<file path="src/rtl/alarm_button_conditioner.sv">
// Alarm-clock key front end: per-key synchroniser, debouncer and event-pulse
// generator, with auto-repeat on the up/down keys.

module alarm_button_channel #(
    parameter int unsigned DEBOUNCE_CYCLES = 500000,
    parameter int unsigned HOLD_CYCLES     = 25000000,
    parameter int unsigned REPEAT_CYCLES   = 5000000,
    parameter int unsigned PULSE_CYCLES    = 50000,
    parameter bit          ACTIVE_LOW      = 1'b1,
    parameter bit          REPEAT_EN       = 1'b1
) (
    input  logic i_clk,
    input  logic i_rst,
    input  logic i_raw,
    output logic o_pulse,
    output logic o_held
);

    localparam int unsigned DW   = $clog2(DEBOUNCE_CYCLES);
    localparam int unsigned PW   = $clog2(PULSE_CYCLES + 1);
    localparam int unsigned TMAX = (HOLD_CYCLES > REPEAT_CYCLES) ? HOLD_CYCLES : REPEAT_CYCLES;
    localparam int unsigned TW   = $clog2(TMAX + 1);

    localparam logic [DW-1:0] DB_TC    = DW'(DEBOUNCE_CYCLES - 1);
    localparam logic [PW-1:0] PULSE_LD = PW'(PULSE_CYCLES);
    localparam logic [TW-1:0] HOLD_TC  = TW'(HOLD_CYCLES - 1);
    localparam logic [TW-1:0] REP_TC   = TW'(REPEAT_CYCLES - 1);

    typedef enum logic [1:0] {
        S_IDLE,
        S_WAIT_HOLD,
        S_REPEAT,
        S_HELD
    } state_t;

    logic [1:0]    r_sync;
    logic          r_stable;
    logic [DW-1:0] r_dcnt;
    logic [PW-1:0] r_pcnt;
    logic [TW-1:0] r_tcnt;
    state_t        r_state;

    logic w_p;
    logic w_accept;
    logic w_rise;
    logic w_fall;
    logic w_event;

    assign w_p      = r_sync[1] ^ ACTIVE_LOW;
    assign w_accept = (w_p != r_stable) && (r_dcnt == DB_TC);
    assign w_rise   = w_accept && w_p;
    assign w_fall   = w_accept && !w_p;

    always_ff @(posedge i_clk) begin
        if (i_rst) begin
            r_sync   <= {2{ACTIVE_LOW}};
            r_stable <= 1'b0;
            r_dcnt   <= '0;
        end else begin
            r_sync <= {r_sync[0], i_raw};
            if (w_p == r_stable) begin
                r_dcnt <= '0;
            end else if (r_dcnt == DB_TC) begin
                r_stable <= w_p;
                r_dcnt   <= '0;
            end else begin
                r_dcnt <= r_dcnt + DW'(1);
            end
        end
    end

    // Events fire on the debounce accept strobe so the pulse rises on the same
    // edge as stable; a release on a terminal-count edge suppresses that repeat.
    always_comb begin
        w_event = 1'b0;
        case (r_state)
            S_IDLE:      w_event = w_rise;
            S_WAIT_HOLD: w_event = !w_fall && (r_tcnt == HOLD_TC);
            S_REPEAT:    w_event = !w_fall && (r_tcnt == REP_TC);
            default:     w_event = 1'b0;
        endcase
    end

    always_ff @(posedge i_clk) begin
        if (i_rst) begin
            r_state <= S_IDLE;
            r_tcnt  <= '0;
            r_pcnt  <= '0;
        end else begin
            if (w_event) begin
                r_pcnt <= PULSE_LD;
            end else if (r_pcnt != '0) begin
                r_pcnt <= r_pcnt - PW'(1);
            end

            case (r_state)
                S_IDLE: begin
                    if (w_rise) begin
                        r_tcnt  <= '0;
                        r_state <= REPEAT_EN ? S_WAIT_HOLD : S_HELD;
                    end
                end
                S_WAIT_HOLD: begin
                    if (w_fall) begin
                        r_state <= S_IDLE;
                    end else if (r_tcnt == HOLD_TC) begin
                        r_tcnt  <= '0;
                        r_state <= S_REPEAT;
                    end else begin
                        r_tcnt <= r_tcnt + TW'(1);
                    end
                end
                S_REPEAT: begin
                    if (w_fall) begin
                        r_state <= S_IDLE;
                    end else if (r_tcnt == REP_TC) begin
                        r_tcnt <= '0;
                    end else begin
                        r_tcnt <= r_tcnt + TW'(1);
                    end
                end
                default: begin
                    if (w_fall) begin
                        r_state <= S_IDLE;
                    end
                end
            endcase
        end
    end

    assign o_pulse = (r_pcnt != '0);
    assign o_held  = r_stable;

endmodule

module alarm_button_conditioner #(
    parameter int unsigned DEBOUNCE_CYCLES = 500000,
    parameter int unsigned HOLD_CYCLES     = 25000000,
    parameter int unsigned REPEAT_CYCLES   = 5000000,
    parameter int unsigned PULSE_CYCLES    = 50000,
    parameter bit          ACTIVE_LOW      = 1'b1
) (
    input  logic       clk_clk,
    input  logic       reset_reset,
    input  logic       key_set_raw,
    input  logic       key_up_raw,
    input  logic       key_down_raw,
    output logic       btn_set_alarm_export,
    output logic       btn_up_export,
    output logic       btn_down_export,
    output logic [2:0] keys_held
);

    logic w_held_set;
    logic w_held_up;
    logic w_held_down;

    alarm_button_channel #(
        .DEBOUNCE_CYCLES (DEBOUNCE_CYCLES),
        .HOLD_CYCLES     (HOLD_CYCLES),
        .REPEAT_CYCLES   (REPEAT_CYCLES),
        .PULSE_CYCLES    (PULSE_CYCLES),
        .ACTIVE_LOW      (ACTIVE_LOW),
        .REPEAT_EN       (1'b0)
    ) u_set (
        .i_clk   (clk_clk),
        .i_rst   (reset_reset),
        .i_raw   (key_set_raw),
        .o_pulse (btn_set_alarm_export),
        .o_held  (w_held_set)
    );

    alarm_button_channel #(
        .DEBOUNCE_CYCLES (DEBOUNCE_CYCLES),
        .HOLD_CYCLES     (HOLD_CYCLES),
        .REPEAT_CYCLES   (REPEAT_CYCLES),
        .PULSE_CYCLES    (PULSE_CYCLES),
        .ACTIVE_LOW      (ACTIVE_LOW),
        .REPEAT_EN       (1'b1)
    ) u_up (
        .i_clk   (clk_clk),
        .i_rst   (reset_reset),
        .i_raw   (key_up_raw),
        .o_pulse (btn_up_export),
        .o_held  (w_held_up)
    );

    alarm_button_channel #(
        .DEBOUNCE_CYCLES (DEBOUNCE_CYCLES),
        .HOLD_CYCLES     (HOLD_CYCLES),
        .REPEAT_CYCLES   (REPEAT_CYCLES),
        .PULSE_CYCLES    (PULSE_CYCLES),
        .ACTIVE_LOW      (ACTIVE_LOW),
        .REPEAT_EN       (1'b1)
    ) u_down (
        .i_clk   (clk_clk),
        .i_rst   (reset_reset),
        .i_raw   (key_down_raw),
        .o_pulse (btn_down_export),
        .o_held  (w_held_down)
    );

    assign keys_held = {w_held_down, w_held_up, w_held_set};

endmodule

</file>
<file path="config.mk">
export PLATFORM = sky130hd
export DESIGN_NAME = alarm_button_conditioner
export DESIGN_NICKNAME = d
export VERILOG_FILES = /design/src/rtl/alarm_button_conditioner.sv
export SDC_FILE = /design/constraint.sdc
export NUM_CORES = 1
export LEC_CHECK = 0
export CAP_MARGIN = 10
export CELL_PAD_IN_SITES_DETAIL_PLACEMENT = 0
export CELL_PAD_IN_SITES_GLOBAL_PLACEMENT = 2
export CORE_ASPECT_RATIO = 0.8
export CORE_MARGIN = 8
export CORE_UTILIZATION = 35
export CTS_CLUSTER_DIAMETER = 30
export DETAILED_ROUTE_END_ITERATION = 7
export GPL_ROUTABILITY_DRIVEN = 0
export GPL_TIMING_DRIVEN = 0
export HOLD_SLACK_MARGIN = 0.15
export PLACE_DENSITY_LB_ADDON = 0.2
export SETUP_SLACK_MARGIN = 0.4
export SYNTH_ARGS = -nofsm -noshare
export SYNTH_HDL_FRONTEND = slang
export SYNTH_SLANG_ARGS = --single-unit
export TNS_END_PERCENT = 5
</file>
<file path="constraint.sdc">
create_clock -name clk_clk -period 3.64 [get_ports clk_clk]
set_clock_uncertainty 0.15 [all_clocks]
set_input_delay 0.364 -clock clk_clk [delete_from_list [all_inputs] [get_ports clk_clk]]
set_output_delay 0.364 -clock clk_clk [all_outputs]
set_load 0.02 [all_outputs]
</file>
==> Changelog: implementation <==
## Implementation

* Hold path cells at 1
* Crit path cell chain: inv_1 -> ha_1 -> or4b_1 -> or3_1 -> a2111oi_1 -> a21oi_1 -> o311ai_4 -> buf_12 -> a211oi_1
* Met3 wire length at 1030 um
* CTS Buffer Depth at 2
* Fin area at 0.0115 mm^2
* Post-layout period usage at 86.6%
* Worst path bufs/invs at 2
* Min-Delay Endpoint: u_set.r_sync[1]$_SDFF_PP1_
* Max cap viols at 0
* Top cell type's share of synthesized area at 38.0%
* Critical path data arrival time at 3.34 ns
* Horiz. Die Dim at 207 um
* Crit path max-delay family: AND-OR/OR-AND gates
* TritonCTS buffer count at 17
* Post-Synth AOI/OAI Area at 15.7%
* Comb area leader: simple AND/OR/NAND/NOR gates
* Synth Seq Share at 38.0%
* Asr flop ratio synth at 0%
* Most frequent logic cell in the layout: dfxtp_1
* Synth warn at 0
* Final Slew Violations at 0
* Pin count of the biggest net entering global routing at 18
* Initial antenna violation count at 0
* Cells after Synth at 1259
* H-tree levels at 4
* Final nets at 1316
* Critical Path RT at 3.83 ns
* Core area at 0.0291 mm^2
* Drt wl/cell at 16.5 um
* Vias in the first global route at 8537
* Clk root buf: clkbuf_16
* Register Area at 0.00390 mm^2
* Synth area leaders: dfxtp_1, nor2_1, xor2_1
* MI comb cells at 952
* Ys flop type: dfxtp_1
* Simple Share, Synth at 31.0%
* Total power at 6.05 mW
* Pwr per Cell Area at 526 mW/mm^2
* Distinct lib cells at 76
* Reg-to-Reg Start: u_set.r_state[0]$_SDFFE_PP0P_
* Max layer used: met4
* Fin crit period at 3.15 ns
* Antenna viol nets, final at 0
* Worst-Margin Slew at 1.15 ns
* Seq/total area at 34.0%
* CTS tree: built
* Fraction of layout cells with a size suffix above 1 at 5.68%
* Syn_nets at 1286
* Worst setup endpoint: u_set.r_pcnt[1]$_SDFFE_PP0P_
* Clock buffer cells at 19
* Lkg Pwr at 3.56 nW
* Met1 WL at 14700 um
* Fill cell count at 2965
* Avg Cell Area, Syn at 8.15 um^2
* Reg2reg setup slack at 0.49 ns
* Met2 WL post-DR at 11600 um
* Tap cells at 377
* Regs by FF count: u_down.r_tcnt (25), u_set.r_tcnt (25), u_up.r_tcnt (25)
* Unrepaired setup endpoints after global routing: true
* Tool warnings at 38
* Critical Path Source: u_set.r_state[0]$_SDFFE_PP0P_
* Post-synth regs at 195
* P_sw at 1.98 mW
* Reg2reg path depth at 9
* Num ports at 11
* Status: finished clean
* Diodes inserted at 0
* First DRT Iteration DRCs at 679
==> per-layer routing <==
metal  GRT usage (%)  vias up
met5               0        -
met2            23.7      153
met4            4.41        0
li1                -     4696
met1            22.5     4311
met3            3.03       23
==> per-stage QoR <==
stage | setup slack (ns) | utilization [%] | cells | hold slack [ns]
final | 0.489 | 39.5 | 1679 | 0.261
after global routing | 0.319 | 39.5 | 1679 | 0.278
after CTS | 0.308 | 39.4 | 1678 | 0.266
after detailed placement | 0.0136 | 37.2 | 1645 | 0.244
after global placement | -0.0135 | 37.2 | 1645 | 0.243
after floorplan | 0.792 | - | 1259 | 0.239
==> repair_timing <==
item                                    4_1_cts  5_1_grt
pin swaps                                     1        1
endpoints found under the setup margin       69       78
hold buffers                                  0        0
resized                                       6       13
buffers inserted                              1        1
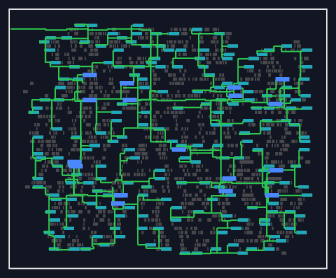
clock_map.png
Key: clock wires = green [length 2970 um]; cells driving clock nets = blue [count 17]; flip-flops = cyan [count 195]
There are 18 routed clock nets.
Clk. pwr: 1.94 mW
clk ins delay skew pair: 0.45 ns
Clock Power Share: 32.1%

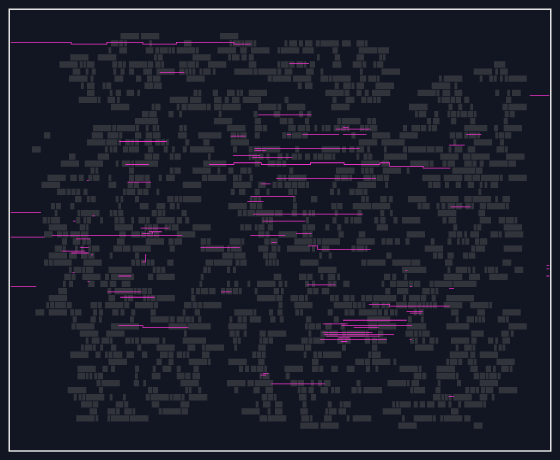
met3.png
64 nets have wire on it. The layer holds 3.7% of the routed length. The wires run mostly horizontal. The layer carries 1030 um of wire.
WL final: 27600 um
vias post-DR: 9183
global-route track usage on met3: 3.03%

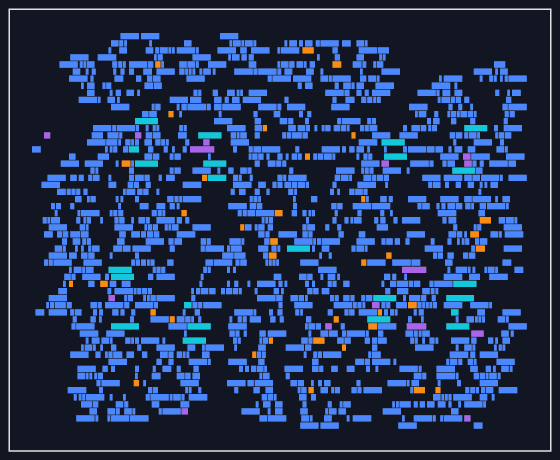
drive_strength.png
Key: drive 3 to 4 = purple [cells 15, share 1.2%]; drive 2 = orange [cells 36, share 2.8%]; drive 6 and up = cyan [cells 23, share 1.8%]; drive 1 or less = blue [cells 1228, share 94%]
Signal buffers: 63
setup ws final: 0.489 ns
area growth from synthesis to layout: 12.0%

Power is estimated from default activity; no workload was simulated.
